### config.mk
export PLATFORM = sky130hd
export DESIGN_NAME = link_ctrl
export DESIGN_NICKNAME = d
export VERILOG_FILES = /design/src/rtl/link_ctrl.sv
export SDC_FILE = /design/constraint.sdc
export NUM_CORES = 1
export LEC_CHECK = 0
export ABC_AREA = 0
export CORE_AREA = 8 8 78 80
export DETAILED_ROUTE_END_ITERATION = 10
export DIE_AREA = 0 0 86 88
export GPL_TIMING_DRIVEN = 0
export HOLD_SLACK_MARGIN = 0.05
export PLACE_DENSITY = 0.6
export SLEW_MARGIN = 40
export SYNTH_ARGS = -nofsm -noshare
export SYNTH_HDL_FRONTEND = slang
export SYNTH_SLANG_ARGS = --single-unit
### constraint.sdc
create_clock -name inClock -period 2.9 [get_ports inClock]
set_clock_uncertainty 0.2 [all_clocks]
set_input_delay 0.58 -clock inClock [delete_from_list [all_inputs] [get_ports inClock]]
set_output_delay 0.58 -clock inClock [all_outputs]
set_load 0.05 [all_outputs]
### src/rtl/link_ctrl.sv
// link_ctrl: half-duplex TX/RX sequencer between inFIFO/msk_modulator and cdr/outFIFO.
// Optional LINK_AUTO_RX_EN: after a TX frame, TURN falls straight into an acknowledgement RX frame.
module link_ctrl #(
  parameter int unsigned FRAME_BITS        = 32,
  parameter int unsigned TIMEOUT_CYCLES    = 1024,
  parameter int unsigned TURNAROUND_CYCLES = 8
) (
  input  logic       inClock,
  input  logic       inReset,
  input  logic       inTxRequest,
  input  logic       inRxEnable,
  input  logic       inFifoEmpty,
  input  logic       inCoderReady,
  input  logic       inCdrFlag,
  input  logic       inCdrData,
  input  logic       inOutFifoFull,
  output logic       outFifoReadEnable,
  output logic       outCoderEmpty,
  output logic       outOutFifoWriteEnable,
  output logic       outOutFifoData,
  output logic       outBusy,
  output logic       outTxDone,
  output logic       outRxDone,
  output logic       outTimeout,
  output logic       outOverflow,
  output logic [1:0] outState,
  output logic [7:0] outBitCount
);
  // state | meaning
  // IDLE  | waiting for a TX request or RX enable
  // TX    | streaming inFIFO bits to the coder
  // TURN  | guard turnaround, all inputs ignored
  // RX    | writing recovered cdr bits into outFIFO
  typedef enum logic [1:0] {
    ST_IDLE = 2'd0,
    ST_TX   = 2'd1,
    ST_TURN = 2'd2,
    ST_RX   = 2'd3
  } state_t;

`ifdef LINK_AUTO_RX_EN
  localparam bit AUTO_RX = 1'b1;
`else
  localparam bit AUTO_RX = 1'b0;
`endif

  localparam logic [7:0]  LAST_BIT  = 8'(FRAME_BITS - 1);
  localparam logic [15:0] IDLE_LOAD = 16'(TIMEOUT_CYCLES - 1);
  localparam logic [7:0]  TURN_LOAD = 8'(TURNAROUND_CYCLES - 1);

  state_t      state, state_next;
  logic [15:0] idle_left;
  logic [7:0]  turn_left;
  logic        auto_pending, auto_rx;
  logic        idle_tc, enter_frame;
  logic        tx_last, rx_accept, rx_drop, rx_last, timeout_hit;

  assign outFifoReadEnable = (state == ST_TX) & inCoderReady & ~inFifoEmpty;
  assign outCoderEmpty     = (state != ST_TX) | inFifoEmpty;
  assign outBusy           = (state != ST_IDLE);
  assign outState          = state;
  assign idle_tc           = (idle_left == 16'd0);
  assign enter_frame       = (state_next != state) && ((state_next == ST_TX) || (state_next == ST_RX));

  always_comb begin
    state_next  = state;
    tx_last     = 1'b0;
    rx_accept   = 1'b0;
    rx_drop     = 1'b0;
    rx_last     = 1'b0;
    timeout_hit = 1'b0;
    case (state)
      ST_IDLE: begin
        if (inTxRequest)     state_next = ST_TX;
        else if (inRxEnable) state_next = ST_RX;
      end
      ST_TX: begin
        // a transfer in the same cycle always beats the timeout
        if (outFifoReadEnable) begin
          if (outBitCount == LAST_BIT) begin
            tx_last    = 1'b1;
            state_next = ST_TURN;
          end
        end else if (idle_tc) begin
          timeout_hit = 1'b1;
          state_next  = ST_TURN;
        end
      end
      ST_RX: begin
        if (!inRxEnable && !auto_rx) begin
          state_next = ST_TURN;
        end else if (inCdrFlag) begin
          if (inOutFifoFull) begin
            rx_drop = 1'b1;
          end else begin
            rx_accept = 1'b1;
            if (outBitCount == LAST_BIT) begin
              rx_last    = 1'b1;
              state_next = ST_TURN;
            end
          end
        end else if (idle_tc) begin
          timeout_hit = 1'b1;
          state_next  = ST_TURN;
        end
      end
      ST_TURN: begin
        if (turn_left == 8'd0) state_next = auto_pending ? ST_RX : ST_IDLE;
      end
      default: state_next = ST_IDLE;
    endcase
  end

  always_ff @(posedge inClock) begin
    if (!inReset) begin
      state                 <= ST_IDLE;
      outBitCount           <= '0;
      idle_left             <= '0;
      turn_left             <= '0;
      auto_pending          <= 1'b0;
      auto_rx               <= 1'b0;
      outTxDone             <= 1'b0;
      outRxDone             <= 1'b0;
      outTimeout            <= 1'b0;
      outOverflow           <= 1'b0;
      outOutFifoWriteEnable <= 1'b0;
      outOutFifoData        <= 1'b0;
    end else begin
      state                 <= state_next;
      outTxDone             <= tx_last;
      outRxDone             <= rx_last;
      outTimeout            <= timeout_hit;
      outOutFifoWriteEnable <= rx_accept;
      if (rx_accept) outOutFifoData <= inCdrData;
      if (rx_drop)   outOverflow    <= 1'b1;

      // idle timer is a down-counter; any transfer or cdr flag reloads it
      if (enter_frame) begin
        outBitCount <= '0;
        idle_left   <= IDLE_LOAD;
      end else if (outFifoReadEnable || rx_accept) begin
        outBitCount <= outBitCount + 8'd1;
        idle_left   <= IDLE_LOAD;
      end else if (rx_drop) begin
        idle_left <= IDLE_LOAD;
      end else if (((state == ST_TX) || (state == ST_RX)) && !idle_tc) begin
        idle_left <= idle_left - 16'd1;
      end

      if ((state_next == ST_TURN) && (state != ST_TURN)) turn_left <= TURN_LOAD;
      else if ((state == ST_TURN) && (turn_left != 8'd0)) turn_left <= turn_left - 8'd1;

      if (AUTO_RX && (state == ST_TX) && (state_next == ST_TURN)) auto_pending <= 1'b1;
      if ((state == ST_TURN) && (state_next == ST_RX)) begin
        auto_pending <= 1'b0;
        auto_rx      <= auto_pending;
      end else if ((state == ST_IDLE) && (state_next == ST_RX)) begin
        auto_rx <= 1'b0;
      end
    end
  end
endmodule

==> run_1/placement_by_type.png <==
(4 px per µm) Fill, decap, tap and diode cells in gray.
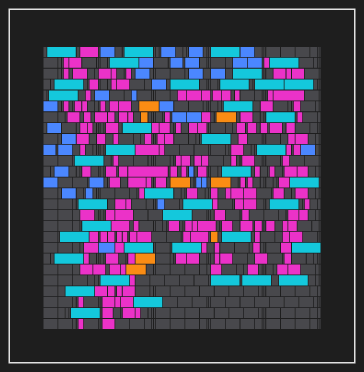
color	class	cells	share of their area
magenta	combinational and other logic	178	49%
orange	clock drivers and dummy loads	8	3.9%
blue	other buffers and delay cells	34	13%
cyan	flops	40	34%
core area: 0.00491 mm²
fin util: 49.8%
row count: 26
Final Instance Area: 0.00245 mm²
flop share of the area: 32.7%

==> run_1/clk_routes.png <==
(6 px per µm)
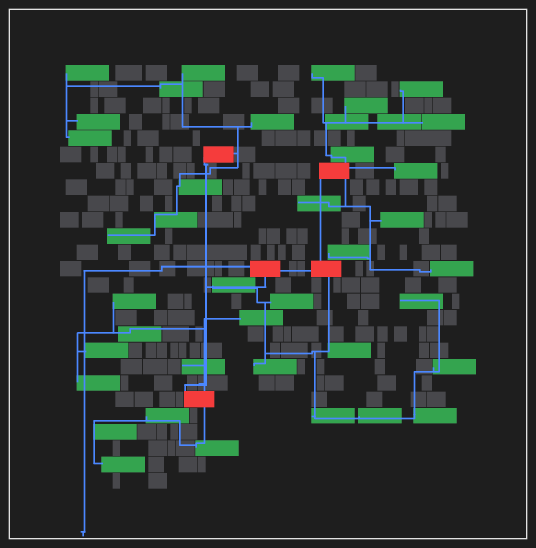
[green] flip-flops | count: 40
[blue] clock wires | length: 567 µm
[red] clock drivers | count: 5
routed clock nets	6
flops lie	spread over the die

==> run_1/layer_met2.png <==
(4 px per µm)
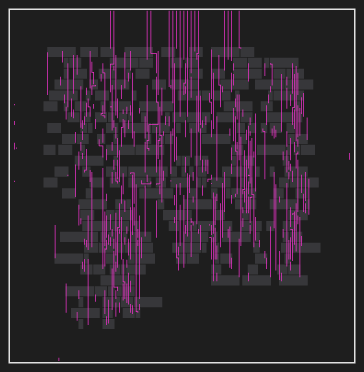
share of all routed wire	49%
main direction	vertical
wire length on this layer	2,120 µm
longest straight run	32.0 µm
nets with wire on the layer	226
Vias: 1,662
grt met2 use: 19.9%
routed wire length: 4.32 mm

-- run 1: critical path: cells and delay by family --
| family | cells | cell delay [ns] |
|---|---|---|
| buf+inv | 3 | 1.15 |
| simple gates | 1 | 0.32 |
-- run 1: kinds of logic after synthesis --
group | synth area share (%)
simple gates | 29.3
flops | 40.0
fa+ha+maj | 1.88
buf+inv | 3.31
compound gates | 13.1
xor+xnor | 11.4
mux | 1.00
-- run 1: stage by stage --
step	hold slack [ns]	std cells
6_report	0.309	330
5_1_grt	0.326	330
4_1_cts	0.317	330
3_5_place_dp	0.297	322
3_3_place_gp	0.286	322
2_1_floorplan	0.271	225
-- run 1: power groups by stage --
stage	combinational [mW]	sequential [mW]	clock, mW
after floorplan	0.322	0.690	0
after global placement	0.453	0.676	0
after detailed placement	0.452	0.676	0
after CTS	0.453	0.663	0.404
after global routing	0.498	0.675	0.427
final	0.447	0.663	0.389
-- run 1: sequential cells by signal, indices dropped and copies added, names as in the netlist --
name and cells:
idle_left 16, outBitCount 8, outOutFifoData 1, outOutFifoWriteEnable 1, outOverflow 1, outRxDone 1, outState 2, outTimeout 1
outTxDone 1, turn_left 8
-- run 1: worst max path at each step --
stage	cells after the start	start	end	slack (ns)
after CTS	4	inFifoEmpty	outFifoReadEnable	0.05
final	4	inFifoEmpty	outFifoReadEnable	0.07
after global routing	4	inFifoEmpty	outFifoReadEnable	0.01
after detailed placement	4	inFifoEmpty	outFifoReadEnable	-0.23
after floorplan	2	outState[0]	outCoderEmpty	0.49
after global placement	4	inFifoEmpty	outFifoReadEnable	-0.24
-- run 1: metal layers --
layer / vias to the layer above / GRT usage, % / routed length, µm
met4: 0 / 7.17 / 80
met5: - / 0 / 0
met1: 772 / 14.3 / 2000
li1: 866 / - / -
met3: 5 / 2.72 / 121
met2: 19 / 19.9 / 2120
==> Slide: Implementation Results, run 1 <==
Synthesis and Place & Route Summary

Run
  • Max Cap Viol: 0
  • Log Warnings: 26

Global route
  • GR Overflow Total: 0
  • Vias in the first global route: 1,595
  • Initial antenna violation count: 0

Final timing
  • Setup violators final: 0
  • Final worst path period need: 2.83 ns
  • Slew Viols, Final: 0
  • RSZ-0062 raised after global routing: no
  • Setup TNS: 0 ns
  • Tightest Pin Transition: 0.707 ns
  • Max transition margin: 52.5%

Synthesis
  • Area leader, netlist: dfxtp_1
  • Top-area cell share: 40.0%
  • Async SR Flop Fraction: 0%
  • Mapped Area: 0.00200 mm²
  • Cell with the most instances after synthesis: dfxtp_1
  • Flops after synth: 40
  • Yosys chip area: 0.00200 mm²
  • Cells after Synth: 225

Setup path
  • Worst r2r dst: turn_left[0]
  • Worst path cell trace: clkdlybuf4s50_1 -> nand4bb_2 -> inv_1 -> dlygate4sd2_1
  • Critical Path Start Type: input port
  • CP arrival: 2.05 ns
  • Crit path max fanout: 4
  • Reg2Reg Setup Slack: 0.62 ns
  • FF-to-FF path depth: 7
  • Setup Crit Path Kind: in -> out
  • CP Capture Type: primary output
  • Crit path max-delay cell type: dlygate4sd2_1
  • CP peak stage delay: 0.55 ns
  • CP Data Required Time: 2.12 ns

Route
  • Antenna-violating nets left: 0
  • DR pass1 iterations: 4
  • DRC viols: 0
  • Starting DRC count in detailed routing: 47
  • Vias per cell: 5.04

Cells and area
  • Clock-cell share: 3.78%
  • Mi-comb count: 170
  • Area Growth Syn to Fin: 22.4%
  • Logic share of the area: 46.3%
  • Largest cell class: multi-input combinational cells
  • Flop area: 801 µm²
  • Buffers excl. clock: 34
  • Nonclk inv count: 8
  • Fillers: 506
  • Most frequent cells in the layout: dfxtp_1 (40), nor2_1 (34), clkdlybuf4s50_1 (25)
  • Logic area: 0.00113 mm²

Power and ir drop
  • Net Sw Power: 0.518 mW
  • Clock power frac: 25.9%
  • Peak supply drop: 274 µV
  • Tot Pwr: 1.50 mW
  • Net Sw Frac: 34.6%
  • Gate power share: 29.8%

Hold path
  • Min-delay worst type: reg -> reg
  • Hold depth: 2
  • Worst hold path startpoint: turn_left[6]

Placed design
  • Dpl cell area: 0.00236 mm²
  • Post-DP HPWL: 3.24 mm
  • Dpl ws: -0.228 ns
  • Gpl congestion: 0.757

Clocking
  • # resized after CTS: 2
  • CTS max path bufs: 2
  • CTS sink cnt: 40
  • Skew-Pair Late Insertion Delay: 0.29 ns
  • Post-CTS Hold Buffers: 0

Status
  • Status: complete, no violations

Floorplan
  • I/O Pins: 28
  • N_taps: 70
  • Initial core utilization: 40.7%
## Run 2: what changed since run 1
--- a/config.mk
+++ b/config.mk
@@ -9,9 +9,10 @@
 export CORE_AREA = 8 8 78 80
 export DETAILED_ROUTE_END_ITERATION = 10
 export DIE_AREA = 0 0 86 88
+export DONT_BUFFER_PORTS = 1
 export GPL_TIMING_DRIVEN = 0
 export HOLD_SLACK_MARGIN = 0.05
-export PLACE_DENSITY = 0.6
+export PLACE_DENSITY = 0.53
 export SLEW_MARGIN = 40
 export SYNTH_ARGS = -nofsm -noshare
 export SYNTH_HDL_FRONTEND = slang
==> run_2/placement_by_type.png <==
(4 px per µm) Fill, decap, tap and diode cells in gray.
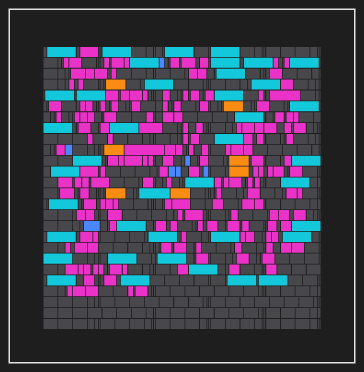
flop share of the area: 36.7%
fin util: 44.5%
Final Instance Area: 0.00219 mm²

==> Slide: Implementation Results, run 2 <==
Synthesis and Place & Route Summary

Synthesis
  • Cells after Synth: 225
  • Yosys chip area: 0.00200 mm²
  • Xor and xnor area share after synthesis: 11.4%
  • AO/OA Area Share: 13.1%
  • Cell with the most instances after synthesis: dfxtp_1
  • Async SR Flop Fraction: 0%
  • Adder Share, Synth: 1.88%
  • Area leader, netlist: dfxtp_1
  • Main flop type: dfxtp_1
  • Yosys warning tally: 0
  • Simple Share, Synth: 29.3%
  • Flops after synth: 40
  • Mapped Area: 0.00200 mm²
  • Mux frac, synth: 1.00%
  • Top non-seq family: simple AND/OR/NAND/NOR gates
  • Top-area cell share: 40.0%

Setup path
  • Setup Crit Path Kind: reg -> reg
  • Worst r2r dst: idle_left[1]
  • CP Buf/Inv Count: 3
  • Crit path max fanout: 10
  • CP Capture Type: register
  • CP delay by family, top: buffers and inverters
  • CP arrival: 2.62 ns
  • CP peak stage delay: 0.65 ns
  • CP Data Required Time: 2.85 ns
  • Reg2Reg Setup Slack: 0.23 ns
  • Critical Path Start Type: register
  • FF-to-FF path depth: 7
  • Crit path max-delay cell type: dfxtp_1
  • Worst path cell trace: buf_2 -> nand4bb_2 -> inv_1 -> a21oi_1 -> and2_1 -> clkbuf_1 -> a21boi_0

Cells and area
  • Non-Filler Instances: 302
  • Share of cells above drive strength 1: 8.19%
  • Reg with most FFs: idle_left
  • Top Registers: idle_left x16, outBitCount x8, turn_left x8
  • Area Growth Syn to Fin: 9.26%
  • Most frequent cells in the layout: dfxtp_1 (39), nor2_1 (34), xor2_1 (22)
  • Max FFs per register: 16
  • Fillers: 499
  • Antenna diodes: 0

Clocking
  • # resized after CTS: 0
  • CTS max path bufs: 2
  • CTS sink cnt: 40
  • Skew-Pair Late Insertion Delay: 0.28 ns
  • Post-CTS Hold Buffers: 0
  • CTS tree: built
  • Clock Root Buffer: clkbuf_8

Global route
  • Largest net degree at the start of global routing: 12
  • GR Overflow Total: 0
  • Initial antenna violation count: 0
  • Vias in the first global route: 1,449

Power and ir drop
  • Tot Pwr: 1.47 mW
  • Peak supply drop: 348 µV
  • Leakage power: 0.801 nW

Run
  • Log Warnings: 26
  • Max Cap Viol: 0

Final timing
  • Max transition margin: 54.6%
  • Tightest Pin Transition: 0.675 ns
  • Worst hold slack: 0.263 ns
  • Setup violators final: 0
  • Final worst path period need: 2.67 ns
  • Slew Viols, Final: 0
  • Achievable Freq: 374 MHz
  • Setup TNS: 0 ns
  • RSZ-0062 raised after global routing: no

Hold path
  • Min-delay worst type: in -> reg
  • Worst hold path startpoint: inReset
  • Hold depth: 1

Floorplan
  • Core area: 0.00491 mm²
  • Initial core utilization: 40.7%
  • Row count: 26
  • I/O Pins: 28

Route
  • Starting DRC count in detailed routing: 54
  • DR pass1 iterations: 4
  • Vias per cell: 5.16
  • Routed wire length: 4.26 mm
  • DRC viols: 0
  • Antenna-violating nets left: 0
  • Vias: 1,558

Placed design
  • Dpl cell area: 0.00209 mm²
  • Post-DP HPWL: 3.21 mm
  • Placed insts: 295
  • Gpl congestion: 0.775
  • Dpl ws: 0.204 ns

Status
  • Status: complete, no violations
run 2: cell counts after synthesis:
Identical to the previous run, type by type.
run 2: worst max path at each step:
stage / start / to / slack, ns / depth (start not counted)
global route: outState[1] / idle_left[8] / 0.004 / 7
detailed placement: outState[1] / idle_left[9] / 0.20 / 7
global placement: outState[1] / idle_left[9] / 0.21 / 7
finish: outState[1] / idle_left[1] / 0.23 / 7
CTS: outState[0] / outCoderEmpty / 0.007 / 2
floorplan: outState[0] / outCoderEmpty / 0.49 / 2
run 2: routing by layer:
metal  GRT usage (%)  routed length [µm]  up-vias
met5               0                   0        -
met4            3.82                  44        0
met3            3.85                 239        4
met2            18.3                2050       21
met1            14.1                1920      718
li1                -                   -      815
run 2: cell type report:
class / instances / area, µm² / share of cell area [%]
well taps: 70 / 87.6 / 4.01
inverters: 8 / 30.0 / 1.37
multi-input cells: 170 / 1130 / 51.9
plain buffers: 7 / 36.3 / 1.66
flip-flops and latches: 40 / 802 / 36.7
clock buffers: 7 / 96.3 / 4.41
run 2: cell families (layout without fill, tap and decap cells):
| logic type | after synthesis | in the layout |
|---|---|---|
| AOI/OAI and AO/OA | 33 | 33 |
| xor gates and xnor gates | 26 | 26 |
| adders and majority gates | 3 | 3 |
| buffers and inverters | 15 | 22 |
| DFF | 40 | 40 |
| muxes | 2 | 2 |
| and+or+nand+nor | 106 | 106 |
run 2: power by group:
part	switching, mW	internal [mW]
sequential	0.0845	0.607
combinational	0.232	0.154
clock	0.181	0.212
total	0.497	0.973
Power figures rest on the tool's default switching activity, not on a simulated workload.
